File: config.mk
export PLATFORM = sky130hd
export DESIGN_NAME = prioritized_weighted_arbiter
export DESIGN_NICKNAME = d
export VERILOG_FILES = /design/src/rtl/prioritized_weighted_arbiter_pkg.sv /design/src/rtl/prioritized_weighted_arbiter_max_finder.sv /design/src/rtl/prioritized_weighted_arbiter.sv
export SDC_FILE = /design/constraint.sdc
export NUM_CORES = 1
export LEC_CHECK = 0
export ABC_AREA = 0
export CORE_UTILIZATION = 35
export DETAILED_ROUTE_END_ITERATION = 8
export SETUP_SLACK_MARGIN = 0.05
export SLEW_MARGIN = 10
export SYNTH_ARGS = -nofsm -noshare
export SYNTH_HDL_FRONTEND = slang
export SYNTH_SLANG_ARGS = --single-unit
File: constraint.sdc
create_clock -name i_clk -period 3.9 [get_ports i_clk]
set_input_delay 0.585 -clock i_clk [delete_from_list [all_inputs] [get_ports i_clk]]
set_output_delay 0.585 -clock i_clk [all_outputs]
set_load 0.01 [all_outputs]
File: src/rtl/prioritized_weighted_arbiter_pkg.sv
// Shared types and sizing helpers for the prioritized weighted arbiter.
// Build option: PRIORITIZED_WEIGHTED_ARBITER_PREEMPT_EN (see the top module).
package prioritized_weighted_arbiter_pkg;

  // IDLE: no grant outstanding. GRANT: a tenure is in progress.
  typedef enum logic [0:0] {
    IDLE  = 1'b0,
    GRANT = 1'b1
  } state_e;

  // Width of a requester index; a single requester still gets one bit.
  function automatic int index_width(input int request_width);
    return (request_width > 1) ? $clog2(request_width) : 1;
  endfunction

  // Width of one arbitration key: {request, priority, above_ptr, index rank}.
  function automatic int compare_width(input int priority_width, input int idx_width);
    return 1 + priority_width + 1 + idx_width;
  endfunction

endpackage

File: src/rtl/prioritized_weighted_arbiter_max_finder.sv
// Returns the position of the largest of NUM packed unsigned values.
// Keys are expected to be unique; on a tie the lowest position wins.
module max_finder #(
  parameter int NUM         = 4,
  parameter int WIDTH       = 8,
  parameter int INDEX_WIDTH = 2
) (
  input  logic [NUM*WIDTH-1:0]  values,
  output logic [INDEX_WIDTH-1:0] max_index
);

  logic [WIDTH-1:0] max_value;

  // Linear scan keeping the running maximum and its position.
  always_comb begin
    // NOTE: every variable gets a default at the top of the block so no path leaves it unassigned (no latch).
    max_value = values[WIDTH-1:0];
    max_index = '0;
    for (int i = 1; i < NUM; i++) begin
      if (values[i*WIDTH +: WIDTH] > max_value) begin
        max_value = values[i*WIDTH +: WIDTH];
        max_index = INDEX_WIDTH'(i);
      end
    end
  end

endmodule

File: src/rtl/prioritized_weighted_arbiter.sv
// Prioritized weighted arbiter: strict priority between levels, round-robin
// within a level, and a winner keeps the grant for up to WEIGHT acked beats.
// Build option: PRIORITIZED_WEIGHTED_ARBITER_PREEMPT_EN lets a strictly
// higher-priority request end the current tenure at the next acked beat.
module prioritized_weighted_arbiter
  import prioritized_weighted_arbiter_pkg::*;
#(
  parameter int REQUEST_WIDTH  = 4,
  parameter int PRIORITY_WIDTH = 2,
  parameter int WEIGHT_WIDTH   = 4,
  localparam int INDEX_WIDTH   = index_width(REQUEST_WIDTH)
) (
  input  logic                                   i_clk,
  input  logic                                   i_rst_n,
  input  logic [REQUEST_WIDTH*PRIORITY_WIDTH-1:0] i_priority,
  input  logic [REQUEST_WIDTH*WEIGHT_WIDTH-1:0]   i_weight,
  input  logic [REQUEST_WIDTH-1:0]               i_request,
  input  logic                                   i_ack,
  output logic [REQUEST_WIDTH-1:0]               o_grant,
  output logic [INDEX_WIDTH-1:0]                 o_grant_index,
  output logic                                   o_grant_valid
);

  localparam int COMPARE_WIDTH = compare_width(PRIORITY_WIDTH, INDEX_WIDTH);

  // Field order sets comparison significance. index holds the inverted
  // requester number so the lowest index wins the final tie-break.
  typedef struct packed {
    logic                      request;
    logic [PRIORITY_WIDTH-1:0] prio;
    logic                      above_ptr;
    logic [INDEX_WIDTH-1:0]    index;
  } compare_t;

  state_e                                 state;
  logic [INDEX_WIDTH-1:0]                 rr_ptr;
  logic [WEIGHT_WIDTH-1:0]                beat_count;
  logic [REQUEST_WIDTH*COMPARE_WIDTH-1:0] compare_values;
  compare_t                               key;
  logic [INDEX_WIDTH-1:0]                 winner_index;
  logic [REQUEST_WIDTH-1:0]               winner_grant;
  logic [WEIGHT_WIDTH-1:0]                winner_weight;
  logic [WEIGHT_WIDTH-1:0]                winner_beats;
  logic [PRIORITY_WIDTH-1:0]              winner_prio;
  logic                                   any_request;
  logic                                   holder_request;
  logic                                   preempt;
  logic                                   tenure_end;
  logic                                   load_winner;

  // Build one arbitration key per requester.
  always_comb begin
    compare_values = '0;
    key            = '0;
    for (int i = 0; i < REQUEST_WIDTH; i++) begin
      key.request   = i_request[i];
      key.prio      = i_priority[i*PRIORITY_WIDTH +: PRIORITY_WIDTH];
      key.above_ptr = (INDEX_WIDTH'(i) > rr_ptr);
      key.index     = ~INDEX_WIDTH'(i);
      compare_values[i*COMPARE_WIDTH +: COMPARE_WIDTH] = key;
    end
  end

  max_finder #(
    .NUM         (REQUEST_WIDTH),
    .WIDTH       (COMPARE_WIDTH),
    .INDEX_WIDTH (INDEX_WIDTH)
  ) u_max_finder (
    .values    (compare_values),
    .max_index (winner_index)
  );

  // Decode the winner into a one-hot grant and pick its weight and priority.
  always_comb begin
    winner_grant  = '0;
    winner_weight = '0;
    winner_prio   = '0;
    for (int i = 0; i < REQUEST_WIDTH; i++) begin
      if (winner_index == INDEX_WIDTH'(i)) begin
        winner_grant[i] = 1'b1;
        winner_weight   = i_weight[i*WEIGHT_WIDTH +: WEIGHT_WIDTH];
        winner_prio     = i_priority[i*PRIORITY_WIDTH +: PRIORITY_WIDTH];
      end
    end
  end

  assign winner_beats   = (winner_weight == '0) ? WEIGHT_WIDTH'(1) : winner_weight;
  assign any_request    = |i_request;
  assign holder_request = |(i_request & o_grant);

`ifdef PRIORITIZED_WEIGHTED_ARBITER_PREEMPT_EN
  logic [PRIORITY_WIDTH-1:0] holder_prio;

  // Flag any other pending requester ranked strictly above the holder.
  always_comb begin
    preempt = 1'b0;
    for (int i = 0; i < REQUEST_WIDTH; i++) begin
      if (i_request[i] && !o_grant[i] &&
          (i_priority[i*PRIORITY_WIDTH +: PRIORITY_WIDTH] > holder_prio)) begin
        preempt = 1'b1;
      end
    end
  end

  // Latch the winner's priority at the start of each tenure.
  always_ff @(posedge i_clk or negedge i_rst_n) begin
    if (!i_rst_n) begin
      holder_prio <= '0;
    end else if (load_winner) begin
      holder_prio <= winner_prio;
    end
  end
`else
  logic [PRIORITY_WIDTH-1:0] unused_winner_prio;

  assign preempt            = 1'b0;
  assign unused_winner_prio = winner_prio;
`endif

  // Tenure ends when the holder withdraws, on its last beat, or when preempted.
  assign tenure_end  = (state == GRANT) &&
                       (!holder_request || (i_ack && (beat_count == WEIGHT_WIDTH'(1))) ||
                        (i_ack && preempt));
  assign load_winner = any_request && ((state == IDLE) || tenure_end);

  // Grant state, round-robin pointer and beat counter.
  always_ff @(posedge i_clk or negedge i_rst_n) begin
    if (!i_rst_n) begin
      state         <= IDLE;
      o_grant       <= '0;
      o_grant_index <= '0;
      rr_ptr        <= '0;
      beat_count    <= '0;
    end else if (load_winner) begin
      // NOTE: state registers use non-blocking assignments so every flop samples pre-edge values.
      state         <= GRANT;
      o_grant       <= winner_grant;
      o_grant_index <= winner_index;
      rr_ptr        <= winner_index;
      beat_count    <= winner_beats;
    end else if (tenure_end) begin
      state         <= IDLE;
      o_grant       <= '0;
      o_grant_index <= '0;
      beat_count    <= '0;
    end else if ((state == GRANT) && i_ack) begin
      beat_count    <= beat_count - WEIGHT_WIDTH'(1);
    end
  end

  assign o_grant_valid = |o_grant;

endmodule

==> images/clock_wires.png <==
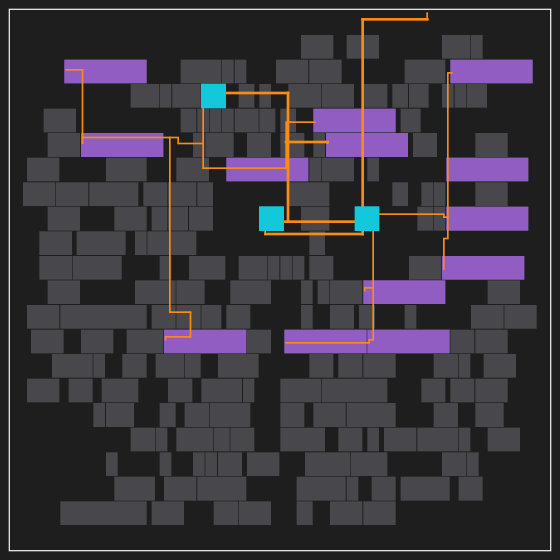
[cyan] clock-net drivers | count: 3
[orange] clock wires | length: 215 µm
[purple] flip-flops | count: 13
routed clock nets: 4

==> images/ff_map.png <==
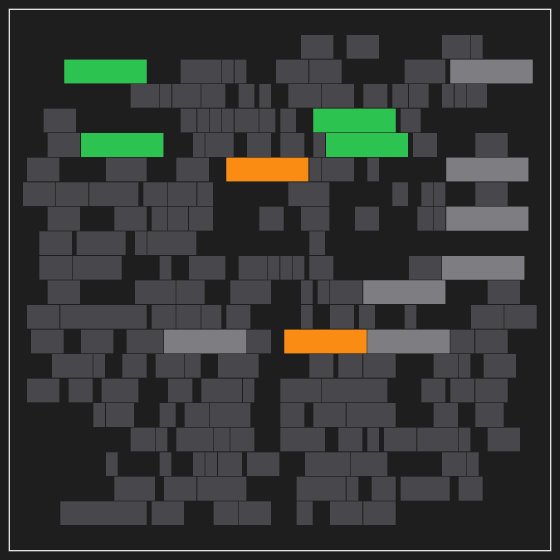
| colour | signal | sequential cells |
|---|---|---|
| green | beat_count | 4 |
| orange | rr_ptr | 2 |
not coloured: 7

==> images/m1.png <==
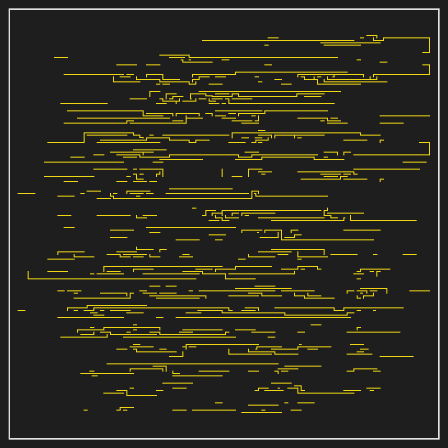
wire length on this layer: 1560 µm
main direction: horizontal
nets with wire on the layer: 203
longest straight run: 24.4 µm

==> deck_impl_summary.md <==
Physical Implementation Snapshot

Run status
  • Status: finished, final reports clean

Routing
  • Post-route DRC: 0
  • Average vias per placed instance: 5.06
  • Antenna viol nets, final: 0
  • Met2 WL post-DR: 1530 µm

Run
  • Max Cap Viol: 0

Finish
  • Final Non-Filler Cells: 236
  • Fill cell count: 300
  • Post-route core utilization: 0.599
  • Fin area: 0.00186 mm²

Place
  • HPWL Detailed: 2530 µm

Clock network
  • Late-Pin Clk Latency: 290 ps
  • Hold buffer count at cts: 0

Setup path
  • R2R depth: 15
  • Critical path buffers and inverters: 2
  • Maximum net fanout on the critical path: 5
  • CP Launch Type: input port
  • Reg-to-Reg End: beat_count[0]

Yosys
  • Distinct lib cells: 40
  • Yosys stat chip area: 0.00117 mm²
  • Seq/Total Area, Yosys: 0.278
  • Post-synth EDFFs: 0

Power and ir drop
  • VDD IR max: 246 µV
  • LEAKAGE: 0.846 nW
  • Total power: 0.00102 W

Die
  • Die area: 0.00358 mm²
  • Die outline width: 59.8 µm
  • Floorplan utilization: 0.377

STA
  • Setup WS post-layout: 222 ps
  • Final setup viols: 0
  • Slew margin rel.: 0.351
  • Tcrit/Tclk final: 0.943
  • Minimum clock period: 3680 ps
  • Max Clock Freq: 0.272 GHz

Global route
  • Met2 Usage GRT: 0.313
  • Gr ovfl total: 0
  • GR Util met3: 0.0281
  • Largest net degree at the start of global routing: 14
  • Most used routing layer: met2
==> power by group through the flow <==
stage	Sequential (W)	Clock [W]	Combinational, W
after detailed placement	0.000274	0	0.000588
after floorplan	0.000266	0	0.000356
final	0.000274	0.0000873	0.000654
after CTS	0.000274	0.0000890	0.000626
after global routing	0.000284	0.0000950	0.000729
after global placement	0.000272	0	0.000574
==> cell type report <==
cell class | count | area (µm²) | area share
timing repair buffer | 58 | 526 | 0.283
multi-input combinational | 107 | 890 | 0.478
inverter | 10 | 37.5 | 0.0202
tap | 44 | 55.1 | 0.0296
clock buffer | 4 | 26.3 | 0.0141
sequential | 13 | 325 | 0.175
==> cells in the mapped netlist, types with 2 or more instances <==
| cell | n | area (µm²) |
|---|---|---|
| a211oi_1 | 3 | 22.5 |
| a21o_1 | 2 | 15.0 |
| a21oi_1 | 4 | 20.0 |
| a22oi_1 | 2 | 15.0 |
| dfrtp_1 | 13 | 325 |
| ha_1 | 14 | 175 |
| inv_1 | 10 | 37.5 |
| mux2_4 | 3 | 45.0 |
| mux2i_1 | 5 | 50.1 |
| nand2_1 | 15 | 56.3 |
| nand2b_1 | 2 | 12.5 |
| nand3b_1 | 2 | 15.0 |
| nor2_1 | 15 | 56.3 |
| nor3_1 | 2 | 10.0 |
| o21ai_0 | 9 | 45.0 |
| o21ai_1 | 2 | 10.0 |
| o21ai_2 | 2 | 17.5 |
| o21bai_1 | 2 | 15.0 |
| o221ai_1 | 2 | 17.5 |
| or3_1 | 2 | 12.5 |
==> cells by family after synthesis <==
group	Yosys count	share of synthesized area
AOI/OAI and AO/OA	41	0.271
DFF	13	0.278
buffers and inverters	11	0.0417
adders and majority gates	14	0.150
and+or+nand+nor	44	0.178
muxes	8	0.0812
==> sequential cells by signal (all words and copies together) (netlist names) <==
register,count
beat_count,4
o_grant,4
o_grant_index,2
rr_ptr,2
state,1
==> layout by cell type (no fill, tap or decap), types with 3 or more instances in the layout <==
cell | synthesis | final
clkdlybuf4s50_1 | 0 | 31
buf_4 | 0 | 20
nand2_1 | 15 | 14
nor2_1 | 15 | 14
dfrtp_1 | 13 | 13
ha_1 | 14 | 10
inv_1 | 10 | 8
o21ai_0 | 9 | 5
o21ai_2 | 2 | 4
o21ai_1 | 2 | 4
ha_2 | 0 | 4
clkdlybuf4s15_1 | 0 | 4
mux2i_1 | 5 | 3
mux2_4 | 3 | 3
clkbuf_4 | 0 | 3
==> timing repair <==
| action | in CTS | in global routing |
|---|---|---|
| gates resized | 22 | 16 |
| pin swaps | 12 | 12 |
| buffers inserted | 5 | 3 |
| endpoints found under the setup margin | 11 | 6 |
==> worst max path at each step <==
stage	start	endpoint	slack, ps	cells after the start
2_1_floorplan	i_priority[0]	beat_count[1]	50	19
3_3_place_gp	i_priority[1]	beat_count[1]	-370	17
3_5_place_dp	i_priority[0]	beat_count[1]	-580	18
4_1_cts	i_priority[3]	beat_count[0]	120	18
5_1_grt	i_priority[3]	beat_count[0]	20	18
6_report	i_priority[3]	beat_count[0]	220	18
==> worst min-delay path: stages, from the launching register on <==
cell,delay [ps]
dfrtp_1,350
nand2_1,50
nand2_1,50
No activity file was given, so power comes from the tool's default toggle rates.
